### PDN straps and rails

Scale bar: 50 um. Pins as bars on the die edge.
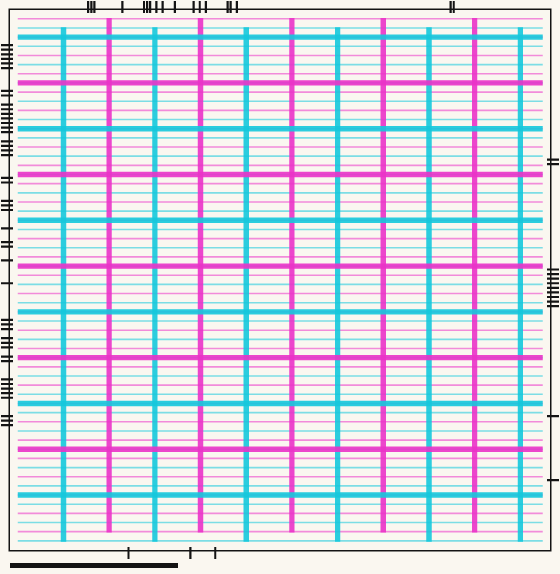
### Metal 3

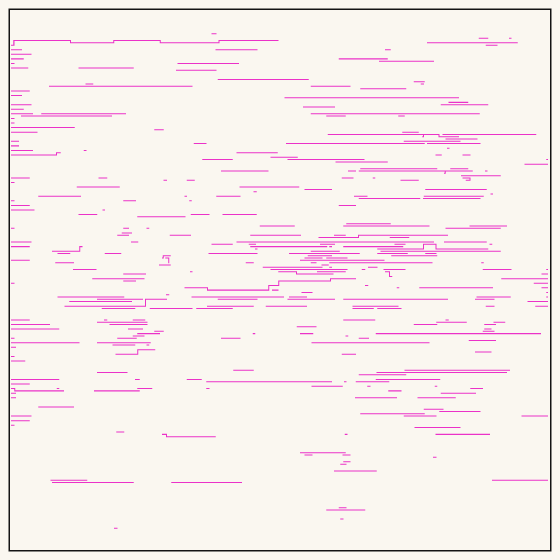
### Routed metal, one colour a layer

Scale bar: 50 um. Only two layers are drawn.
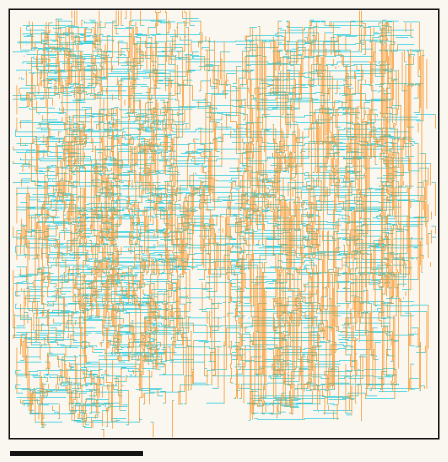
### Clock routing

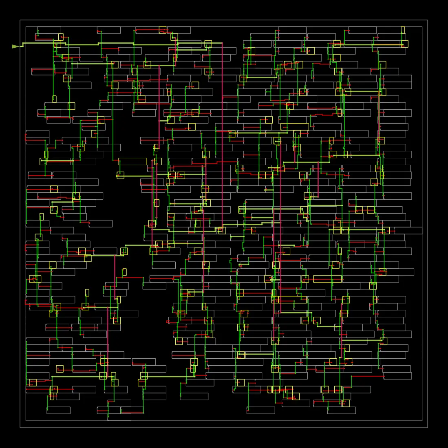
### Metal 2

Scale bar: 50 um.
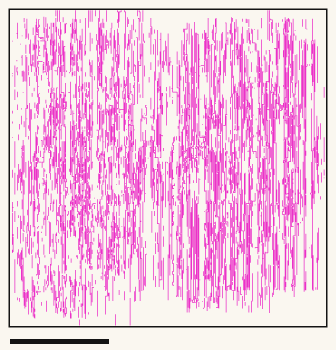
$ cat config.mk
export PLATFORM = sky130hd
export DESIGN_NAME = cmd_pkt_parser
export DESIGN_NICKNAME = d
export VERILOG_FILES = /design/src/rtl/cmd_pkt_parser.sv
export SDC_FILE = /design/constraint.sdc
export NUM_CORES = 1
export LEC_CHECK = 0
export CORE_MARGIN = 2
export CORE_UTILIZATION = 67
export CTS_BUF_LIST = sky130_fd_sc_hd__clkbuf_4
export CTS_CLUSTER_SIZE = 28
export DETAILED_ROUTE_END_ITERATION = 8
export GPL_TIMING_DRIVEN = 0
export PLACE_DENSITY = 0.88
export SLEW_MARGIN = 15
export SYNTH_ARGS = -nofsm -noshare
export SYNTH_HDL_FRONTEND = slang
export SYNTH_SLANG_ARGS = --single-unit
$ cat constraint.sdc
create_clock -name clk -period 13.8 [get_ports clk]
set_input_delay 3.45 -clock clk [delete_from_list [all_inputs] [get_ports clk]]
set_output_delay 3.45 -clock clk [all_outputs]
set_load 0.005 [all_outputs]
$ cat src/rtl/cmd_pkt_parser.sv
// cmd_pkt_parser: host command frame parser on the FT232 receive path.
// Consumes RX FIFO bytes, checks framing, length and checksum, buffers the
// payload and holds each good frame until the consumer acknowledges it.
// Bad frames raise one err_pulse bit and bump a saturating error counter.
module cmd_pkt_parser #(
  parameter int         LEN_BYTES   = 2,
  parameter int         MAX_PAYLOAD = 32,
  parameter int         TIMEOUT_CYC = 50000,
  parameter logic [7:0] HDR_BYTE    = 8'h3A,
  parameter logic [7:0] TAIL_BYTE   = 8'h0A,
  localparam int        LW          = 8 * LEN_BYTES,
  localparam int        AW          = (MAX_PAYLOAD > 1) ? $clog2(MAX_PAYLOAD) : 1
) (
  input  logic          clk,
  input  logic          rst_n,
  input  logic          in_valid,
  input  logic [7:0]    in_data,
  output logic          in_ready,
  output logic          pkt_valid,
  input  logic          pkt_ack,
  output logic [15:0]   pkt_cmd,
  output logic [LW-1:0] pkt_len,
  input  logic [AW-1:0] pl_raddr,
  output logic [7:0]    pl_rdata,
  output logic [3:0]    err_pulse,
  output logic [15:0]   err_cnt
);

  localparam int            TW      = (TIMEOUT_CYC > 1) ? $clog2(TIMEOUT_CYC + 1) : 1;
  localparam logic [TW-1:0] TO_LAST = TW'((TIMEOUT_CYC > 0) ? TIMEOUT_CYC - 1 : 0);
  localparam logic [1:0]    LB_LAST = 2'(LEN_BYTES - 1);
  localparam logic [LW-1:0] MAX_LEN = LW'(MAX_PAYLOAD);

  typedef enum logic [2:0] {
    S_IDLE, S_LEN, S_CMD_L, S_CMD_H, S_PAYLOAD, S_CHK, S_TAIL, S_HOLD
  } state_t;

  state_t        state;
  logic [1:0]    lb_idx;
  logic [LW-1:0] len_q;
  logic [LW-1:0] idx;
  logic [15:0]   cmd_q;
  logic [7:0]    sum_q;
  logic [TW-1:0] tcnt;
  logic [7:0]    mem [MAX_PAYLOAD];

  logic          accept;
  logic          in_frame;
  logic [LW-1:0] len_new;
  logic [7:0]    sum_new;
  logic [15:0]   cnt_inc;

  assign in_ready = (state != S_HOLD);
  assign pl_rdata = mem[pl_raddr];

  // Byte handshake, partial LEN assembly and 8-bit running checksum
  always_comb begin
    accept   = in_valid && in_ready;
    in_frame = (state != S_IDLE) && (state != S_HOLD);
    len_new  = len_q | (LW'(in_data) << (8 * lb_idx));
    sum_new  = sum_q + in_data;
    cnt_inc  = (err_cnt == 16'hFFFF) ? err_cnt : err_cnt + 16'd1;
  end

  // Frame FSM with inter-byte timeout, latched outputs and error reporting
  always_ff @(posedge clk or negedge rst_n) begin
    if (!rst_n) begin
      state     <= S_IDLE;
      lb_idx    <= '0;
      len_q     <= '0;
      idx       <= '0;
      cmd_q     <= '0;
      sum_q     <= '0;
      tcnt      <= '0;
      pkt_valid <= 1'b0;
      pkt_cmd   <= '0;
      pkt_len   <= '0;
      err_pulse <= '0;
      err_cnt   <= '0;
    end else begin
      err_pulse <= '0;
      if (in_frame && !accept) begin
        if (TIMEOUT_CYC != 0 && tcnt == TO_LAST) begin
          err_pulse <= 4'b1000;
          err_cnt   <= cnt_inc;
          state     <= S_IDLE;
          tcnt      <= '0;
        end else begin
          tcnt <= tcnt + 1'b1;
        end
      end else begin
        tcnt <= '0;
      end

      if (accept) begin
        case (state)
          S_IDLE: begin
            if (in_data == HDR_BYTE) begin
              state  <= S_LEN;
              lb_idx <= '0;
              len_q  <= '0;
              idx    <= '0;
              sum_q  <= '0;
            end
          end
          S_LEN: begin
            sum_q  <= sum_new;
            len_q  <= len_new;
            lb_idx <= lb_idx + 2'd1;
            if (lb_idx == LB_LAST) begin
              if (len_new > MAX_LEN) begin
                err_pulse <= 4'b0001;
                err_cnt   <= cnt_inc;
                state     <= S_IDLE;
              end else begin
                state <= S_CMD_L;
              end
            end
          end
          S_CMD_L: begin
            sum_q      <= sum_new;
            cmd_q[7:0] <= in_data;
            state      <= S_CMD_H;
          end
          S_CMD_H: begin
            sum_q       <= sum_new;
            cmd_q[15:8] <= in_data;
            state       <= (len_q == '0) ? S_CHK : S_PAYLOAD;
          end
          S_PAYLOAD: begin
            sum_q <= sum_new;
            idx   <= idx + 1'b1;
            if (idx == len_q - 1'b1) state <= S_CHK;
          end
          S_CHK: begin
            if (sum_new != 8'h00) begin
              err_pulse <= 4'b0010;
              err_cnt   <= cnt_inc;
              state     <= S_IDLE;
            end else begin
              state <= S_TAIL;
            end
          end
          S_TAIL: begin
            if (in_data != TAIL_BYTE) begin
              err_pulse <= 4'b0100;
              err_cnt   <= cnt_inc;
              state     <= S_IDLE;
            end else begin
              pkt_valid <= 1'b1;
              pkt_cmd   <= cmd_q;
              pkt_len   <= len_q;
              state     <= S_HOLD;
            end
          end
          default: ;
        endcase
      end

      if (state == S_HOLD && pkt_ack) begin
        pkt_valid <= 1'b0;
        state     <= S_IDLE;
      end
    end
  end

  // Payload buffer write; intentionally not reset
  always_ff @(posedge clk) begin
    if (accept && state == S_PAYLOAD) mem[idx[AW-1:0]] <= in_data;
  end

endmodule

==> impl_metrics.toml <==
# generated from flow reports
[synthesis]
edf_count = 256
ys_sh_adder_pct = 1.27
top_cell = "edfxtp_1"
yosys-stat-cells = 1040
top_area_share_pct = 46.9
syn_area_per_cell_sq_um = 15.8
yosys_warnings = 0
ys_seq_share_pct = 66.8
topCombFamilyByArea = "multiplexers"
synth_cell_types = 60
flop_cell = "edfxtp_1"
async_flop_share_pct = 33.7
synth.cellmix.compoundShare_pct = 2.77
ys_area_sq_um = 16400
ys_sh_simple_pct = 8.99
synth_area_sq_um = 16400

[critical_path]
crit_fanout = 10
r2r_start = "sum_q[0]"
path_depth = 6
reg2regPathDepth = 13
startpoint_type = "input pin"
crit_chain = "clkbuf_1 > buf_1 > mux4_2 > mux4_2 > mux2_2 > clkdlybuf4s50_1"
path_delay_family = "buffers and inverters"
cp_slowest_cell = "buf_1"
critPathKind = "input pin to output port"
max_stage_delay_ps = 840

[clocking]
numCtsBuffers = 93
clock_sinks = 386
cts.clk_slew.worst_paths_ps = 70
cts_buffer_depth = 3
cts_tree = "built"
clock_tree.htree_level_count = 3
post_cts_resized = 0
cts_setup_buffers = 0

[run_status]
outcome = "finished clean"

[timing]
finalCritPeriodShare_pct = 74.4
worst_pin_slew_ps = 1050
worst_slack_ps = 3540
slew_headroom_pct = 30.1
rsz0062_at_grt = "false"
final.setup.tns_ps = 0

[drt]
highest_layer = "met4"
drtAntennaViolNets = 0
met3WireLength_um = 3000
wl_per_cell_um = 23.1
met2_length_um = 18600
first_iter_violations = 961
wl_um = 37100
vias = 9864

[cells_and_area]
fin_nets = 1244
drive_gt1_share_pct = 24.8
regArea_sq_um = 10900
fillers = 1348
layout_top_cell = "edfxtp_1"
largest_reg_flops = 256

[worst_hold_path]
hold_start = "tcnt[0]"
hold_depth = 1
worstHoldEndpoint = "tcnt[0]"

[die]
core-area_sq_um = 24200
io-pin-count = 79
die_x_um = 160
fp_util_pct = 67.8
die_y_um = 160

[global_routing]
grt_max_degree = 76
globalRouteMet3Util_pct = 6.90
gr-usage-met2_pct = 50.3
top_usage_layer = "met2"
antenna_found_initial = 2
grt_pass1_vias = 10428
grt_overflow = 0
grt_pass1_wl_um = 57400

[pwr]
pwr-share-clk_pct = 32.8
powerComb_mw = 0.572
power_density_nw_per_um2 = 156
pg_seq_mw = 1.40
p_sw_share_pct = 28.9
p_seq_share_pct = 47.7
leakage_nw = 6.95

[run]
cap_violations = 0
warnings = 30

[placed_design]
pre_cts_ws_ps = 3630
About 'PDN straps and rails':
| net | colour |
|---|---|
| VSS | cyan |
| VDD | magenta |
rows: 57
met1 rails: 58

About 'Metal 3':
longest straight run: 58.4 um
nets with wire on the layer: 184
wire length on this layer: 3000 um

About 'Routed metal, one colour a layer':
| layer | colour | wire length |
|---|---|---|
| metal 2 | orange | 18600 um |
| metal 1 | cyan | 14000 um |

About 'Clock routing':
clk pwr: 0.960 mW
Clock Skews: 43.7 ps

About 'Metal 2':
share of all routed wire: 50%
main direction: vertical
nets with wire on the layer: 1137
longest straight run: 88.2 um
wire length on this layer: 18600 um

cell type report:
cell class              instances  area share (%)
diodes                          1          0.0133
plain buffers                  43           0.919
clock buffers                 130            5.19
clock inverters                38            1.40
inverters                      15           0.300
multi-input cells             596            27.7
flip-flops and latches        386            58.2
well taps                     324            2.16
repair buffers                 76            4.08
metrics by stage:
stage / total power, mW / instance area, sq um / utilization, % / instances
global route: 3.07 / 18800 / 77.7 / 1609
CTS: 2.94 / 18800 / 77.7 / 1608
global placement: 1.95 / 17500 / 72.5 / 1437
detailed placement: 1.98 / 17600 / 72.6 / 1440
floorplan: 1.81 / 16400 / - / 1040
finish: 2.93 / 18800 / 77.7 / 1609
Power is estimated from default activity; no workload was simulated.
